### src/rtl/fwd_hazard_unit.sv
// fwd_hazard_unit: operand forwarding select and load-use stall generation
// Tracks in-flight writers in a shift register of pipeline slots (slot 1 is
// the instruction immediately older than the consumer at the select point).
// Ports:
//   clk, reset       - clock, synchronous active-high reset
//   id_valid_ip      - consumer is a real instruction
//   id_rs_ip         - NUM_SRC packed 5-bit source indices, operand i at [5i+4:5i]
//   id_rs_used_ip    - per-operand read mask
//   id_rd_ip         - consumer destination register
//   id_wb_kind_ip    - consumer writeback kind: 0 none, 1 ALU, 2 load, 3 none
//   flush_ip         - kill the consumer this cycle
//   fwd_sel_op       - per-operand select: 0 register file, k forward from slot k
//   stall_op         - hold consumer and upstream this cycle
//   stall_cnt_op     - saturating count of stall cycles
module fwd_hazard_unit #(
    parameter int NUM_SRC    = 2,
    parameter int FWD_STAGES = 3,
    parameter int ALU_READY  = 1,
    parameter int LOAD_READY = 2,
    parameter int CNT_W      = 16,
    localparam int SW        = $clog2(FWD_STAGES + 1)
) (
    input  logic                    clk,
    input  logic                    reset,
    input  logic                    id_valid_ip,
    input  logic [NUM_SRC*5-1:0]    id_rs_ip,
    input  logic [NUM_SRC-1:0]      id_rs_used_ip,
    input  logic [4:0]              id_rd_ip,
    input  logic [1:0]              id_wb_kind_ip,
    input  logic                    flush_ip,
    output logic [NUM_SRC*SW-1:0]   fwd_sel_op,
    output logic                    stall_op,
    output logic [CNT_W-1:0]        stall_cnt_op
);
    localparam logic [1:0] K_NONE = 2'd0, K_ALU = 2'd1, K_LOAD = 2'd2;
    logic [FWD_STAGES:1]   r_vld;
    logic [4:0]            r_rd   [1:FWD_STAGES];
    logic [1:0]            r_kind [1:FWD_STAGES];
    logic [CNT_W-1:0]      r_cnt;
    logic [SW-1:0]         w_win  [NUM_SRC];
    logic [1:0]            w_wkind[NUM_SRC];
    logic [NUM_SRC-1:0]    w_haz;
    logic [NUM_SRC*SW-1:0] w_sel;
    logic [1:0]            w_kind_in;
    logic                  w_stall;
    // Scanning oldest to youngest lets the youngest match overwrite older ones;
    // a not-yet-ready youngest match stalls rather than falling back to an older slot.
    always_comb begin
        w_sel = '0;
        w_haz = '0;
        for (int i = 0; i < NUM_SRC; i++) begin
            w_win[i]   = '0;
            w_wkind[i] = K_NONE;
            for (int k = FWD_STAGES; k >= 1; k--)
                if (r_vld[k] && r_kind[k] != K_NONE && r_rd[k] == id_rs_ip[5*i +: 5]) begin
                    w_win[i]   = SW'(k);
                    w_wkind[i] = r_kind[k];
                end
            if (id_valid_ip && id_rs_used_ip[i] && id_rs_ip[5*i +: 5] != 5'd0 && w_win[i] != '0) begin
                if (int'(w_win[i]) >= (w_wkind[i] == K_LOAD ? LOAD_READY : ALU_READY))
                    w_sel[SW*i +: SW] = w_win[i];
                else
                    w_haz[i] = 1'b1;
            end
        end
    end
    // A writer to x0 never produces a forwardable value; reserved kind is ignored.
    assign w_kind_in    = (id_rd_ip == 5'd0 || id_wb_kind_ip == 2'd3) ? K_NONE : id_wb_kind_ip;
    assign w_stall      = (|w_haz) && !flush_ip && !reset;
    assign stall_op     = w_stall;
    assign fwd_sel_op   = reset ? '0 : w_sel;
    assign stall_cnt_op = r_cnt;
    always_ff @(posedge clk) begin
        if (reset) begin
            r_vld <= '0;
            r_cnt <= '0;
        end else begin
            for (int k = FWD_STAGES; k >= 2; k--) begin
                r_vld[k]  <= r_vld[k-1];
                r_rd[k]   <= r_rd[k-1];
                r_kind[k] <= r_kind[k-1];
            end
            r_vld[1]  <= id_valid_ip && !w_stall && !flush_ip;
            r_rd[1]   <= id_rd_ip;
            r_kind[1] <= w_kind_in;
            if (w_stall && r_cnt != '1)
                r_cnt <= r_cnt + CNT_W'(1);
        end
    end
endmodule

### config.mk
export PLATFORM = sky130hd
export DESIGN_NAME = fwd_hazard_unit
export DESIGN_NICKNAME = d
export VERILOG_FILES = /design/src/rtl/fwd_hazard_unit.sv
export SDC_FILE = /design/constraint.sdc
export NUM_CORES = 1
export LEC_CHECK = 0
export CAP_MARGIN = 40
export CORE_ASPECT_RATIO = 1.1
export CORE_UTILIZATION = 52
export DETAILED_ROUTE_END_ITERATION = 10
export PLACE_DENSITY = 0.85
export SYNTH_ARGS = -nofsm -noshare
export SYNTH_HDL_FRONTEND = slang
export SYNTH_SLANG_ARGS = --single-unit
export TNS_END_PERCENT = 10
### constraint.sdc
create_clock -name clk -period 4.4 [get_ports clk]
set_input_delay 0.88 -clock clk [delete_from_list [all_inputs] [get_ports clk]]
set_output_delay 0.88 -clock clk [all_outputs]
set_load 0.02 [all_outputs]
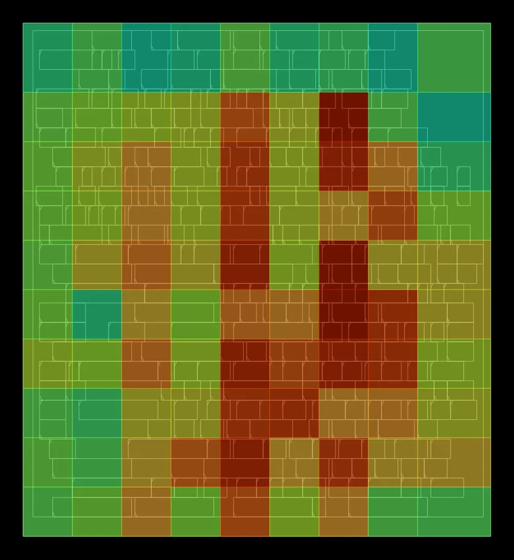
Figure 1: routing congestion map.
global-route track usage on met1: 35.1%
wire length per cell after detailed routing: 17.3 microns
share of the core filled with cells in the final layout: 77.4%
fraction of met3 tracks used by global routing: 3.66%
Tot GR Track Use: 26.5%

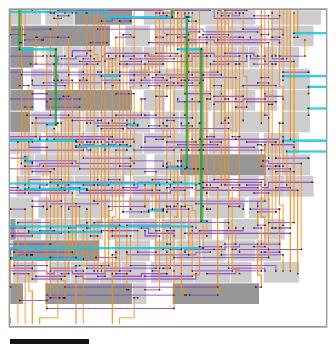
Figure 2: layout detail.
The bar under the picture is 10 microns long. Region (25, 0) to (65, 40) microns. Cells in grey, sequential cells in the stronger grey; small squares are vias.
metal 3 -> cyan
metal 1 -> purple
metal 2 -> orange
metal 4 -> green
netlist names of flops here include = `r_rd` (5)
cells with their middle in the window = 120
sequential cells in the window = 7
most frequent = buf_4 (27), xor2_1 (13), xnor2_1 (12)

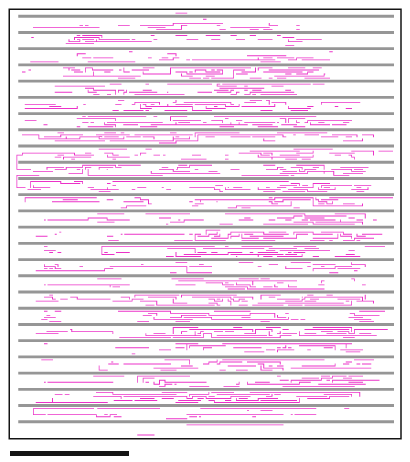
Figure 3: signal wires on met1.
The bar under the picture is 20 microns long. Supply wires on this layer in grey.
wire length on this layer = 2720 microns
share of all routed wire = 43%

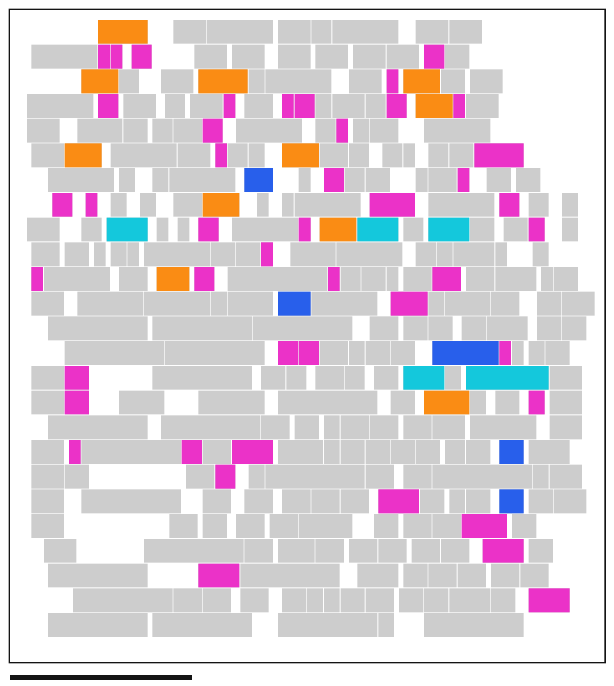
Figure 4: gate-type map.
The bar under the picture is 20 microns long.
NOR gates -> magenta  # cells 45, most used nor2_1, where spread over the die
multiplexers -> orange  # cells 11, most used mux2_1
adder and majority cells -> cyan  # cells 5, most used ha_1
AND-OR and OR-AND gates -> blue  # cells 5, most used o21a_1

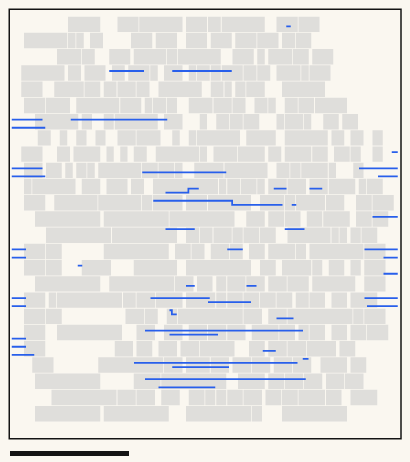
Figure 5: M3 wires.
The bar under the picture is 20 microns long. Cells faint in the background.
nets with wire on the layer = 41
share of all routed wire = 4.6%
wire length on this layer = 289 microns
longest straight run = 27.1 microns
main direction = horizontal

==> tab_implementation.tex <==
% Synthesis and place-and-route results
\begin{tabular}{lr}
\hline
Metric & Value \\
\hline
\multicolumn{2}{l}{\textbf{Power}} \\
Internal Power & 0.628 mW \\
Flip-flop and latch power & 0.425 mW \\
P\_clk & 0.295 mW \\
Cell area power density & 247 nW/um\^{}2 \\
Comb group & 0.100 mW \\
Portion of total power attributed to sequential cells & 51.8\% \\
Comb pwr share & 12.2\% \\
Highest-power group & sequential cells \\
Cell leakage power & 1.29 nW \\
IR Drop Worst-Case VDD & 0.000226 V \\
\multicolumn{2}{l}{\textbf{Final timing}} \\
RSZ-0062 raised after global routing & yes \\
Number of hold-slack violations in the final timing report & 0 \\
Number of pins exceeding their max-slew limit in the final report & 0 \\
Slew at the pin closest to its max-slew limit & 0.515 ns \\
Period minus WS final & 4.45 ns \\
Worst slew slack as a fraction of its limit & 65.3\% \\
Largest clock skew in the final design & 0.00733 ns \\
Final setup fails & 1 \\
Portion of the clock cycle consumed by the worst path in the final layout & 101\% \\
Max frequency & 0.225 GHz \\
Setup\_tns & -0.0533 ns \\
Setup slack of the critical path after layout & -0.0533 ns \\
Worst hold slack across all endpoints & 0.469 ns \\
\multicolumn{2}{l}{\textbf{Critical path}} \\
Critical path buffer and inverter count & 3 \\
Cell count along the critical path & 14 \\
Critical register-to-register path startpoint & r\_rd[0][14] \\
Critical path cell sequence & dlygate4sd2\_1 -> xor2\_1 -> nor4\_2 -> nand3\_1 -> nor2b\_4 -> nand2\_1 -> o211ai\_1 -> o21ai\_2 -> buf\_4 -> ha\_1 -> a211oi\_2 -> a31oi\_2 -> nor3\_1 -> buf\_2 \\
Worst endpoint required time & 3.52 ns \\
Element type at the critical path start & input port \\
Worst R2R Setup Slack & 0.27 ns \\
Critical path class & in -> out \\
End of the critical path & stall\_op \\
Master of the slowest instance on the critical path & sky130\_fd\_sc\_hd\_\_dlygate4sd2\_1 \\
Slowest cell delay on critical path & 0.31 ns \\
Crit path arrival time & 3.57 ns \\
Critical Path Sink Type & output port \\
Delay-heaviest family, CP & simple AND/OR/NAND/NOR gates \\
Maximum fanout encountered on the critical timing path & 4 \\
\multicolumn{2}{l}{\textbf{Synth}} \\
Aoi share & 7.88\% \\
Adder-cell share of the synthesized area & 2.72\% \\
Most instantiated cells after synthesis & sky130\_fd\_sc\_hd\_\_edfxtp\_1 (21), sky130\_fd\_sc\_hd\_\_dfxtp\_1 (19), sky130\_fd\_sc\_hd\_\_xor2\_1 (18), sky130\_fd\_sc\_hd\_\_nor2\_1 (17), sky130\_fd\_sc\_hd\_\_nor2b\_1 (16) \\
Chip area estimate from yosys synthesis & 2300 sq um \\
Most area-hungry cell type in the Yosys netlist & sky130\_fd\_sc\_hd\_\_edfxtp\_1 \\
Dominant cell by count in the synthesized netlist & sky130\_fd\_sc\_hd\_\_edfxtp\_1 \\
Share of synthesized cell area in and, or, nand and nor gates & 25.8\% \\
Area share of xor/xnor cells in the synthesized design & 11.8\% \\
Dominant combinational cell family by area after synthesis & simple AND/OR/NAND/NOR gates \\
Top area contributor share & 27.4\% \\
Yosys Warn Count & 0 \\
Main synth FF type & sky130\_fd\_sc\_hd\_\_edfxtp\_1 \\
Mapped Avg Cell Area & 10.3 sq um \\
Post-synth seq share & 43.9\% \\
Count of mapped cells out of synthesis & 224 \\
Post-synthesis net count & 252 \\
Combined area of all synthesized cells & 2300 sq um \\
\multicolumn{2}{l}{\textbf{Clock network}} \\
Buffer depth of the longest clock path & 2 \\
Post-CTS Setup Bufs & 6 \\
Total clock sinks & 40 \\
Clock slew at the register clock pins of the worst setup and hold paths & 0.07 ns \\
Count of hold-fix buffers inserted at cts & 0 \\
Number of resized instances in the post-cts repair step & 34 \\
Clock Tree Root & sky130\_fd\_sc\_hd\_\_clkbuf\_8 \\
Number of H-tree branching levels & 2 \\
TritonCTS clock tree & built \\
Number of buffers added by the clock tree synthesis step & 5 \\
\multicolumn{2}{l}{\textbf{Routing}} \\
Met1 routed wirelength after detailed routing & 2720 microns \\
Routed via count & 2129 \\
Drt total wl & 6330 microns \\
Post-route DRC & 0 \\
DR WL met2 & 3200 microns \\
Detail Route met3 WL & 288 microns \\
First-pass iteration count of the detailed router & 4 \\
Via-to-Cell Ratio & 5.83 \\
Detail Route Antenna Nets & 0 \\
\multicolumn{2}{l}{\textbf{Hold path}} \\
Worst hold stages & 1 \\
Hold path start & r\_vld[1] \\
Hold-critical path endpoint & r\_vld[2] \\
Worst Hold Class & reg -> reg \\
\multicolumn{2}{l}{\textbf{Floorplanning}} \\
CORE AREA & 4290 sq um \\
Vert. Die Dim & 71.8 microns \\
Std-Cell Rows & 25 \\
Horizontal die dimension & 65.4 microns \\
Floorplan Utilization & 53.7\% \\
Die area & 4700 sq um \\
I/O pin cnt & 44 \\
Well-Tap Cells & 54 \\
\multicolumn{2}{l}{\textbf{Cells and area}} \\
Number of clock buffers in the layout & 6 \\
Nonclk inv count & 3 \\
Flip-flops & 40 \\
Layout-stage area growth over the synthesis result & 44.2\% \\
Most used cells in the layout excluding fill and tap cells & sky130\_fd\_sc\_hd\_\_buf\_4 (41), sky130\_fd\_sc\_hd\_\_clkdlybuf4s50\_1 (30), sky130\_fd\_sc\_hd\_\_edfxtp\_1 (21), sky130\_fd\_sc\_hd\_\_dfxtp\_1 (19), sky130\_fd\_sc\_hd\_\_xor2\_1 (17) \\
Non-clock buffering overhead & 22.1\% \\
Combinational share of cell area & 41.8\% \\
Combinational Area & 1390 sq um \\
Number of flip-flops under the largest register name & 16 \\
Buffers outside the clock class & 85 \\
Number of fill cells in the layout & 282 \\
\# diodes & 0 \\
Fraction of layout instances using a drive strength above 1 & 26.7\% \\
Number of logic gates & 175 \\
Sequential share of cell area & 30.5\% \\
Count of nets after finishing & 338 \\
\multicolumn{2}{l}{\textbf{Flow run}} \\
Warning total across the stage logs & 28 \\
Maxcap violations & 0 \\
\multicolumn{2}{l}{\textbf{Placed design}} \\
Number of buffer cells added on primary ports & 43 \\
Cell Count Post-Placement & 348 \\
Detailed-placement wirelength estimate & 3950 microns \\
\multicolumn{2}{l}{\textbf{GRT}} \\
Total gr overflow & 0 \\
Global-route met2 utilization & 43.5\% \\
Busiest layer in global routing & met2 \\
Number of antenna violations at the first check in global routing & 0 \\
Maximum number of pins on one net before global-route repair & 29 \\
Global-route wire length before repair & 9490 microns \\
\multicolumn{2}{l}{\textbf{Outcome}} \\
Violated checks & setup timing \\
Run status & complete, but fails checks \\
\hline
\end{tabular}
Power is estimated from default activity; no workload was simulated.
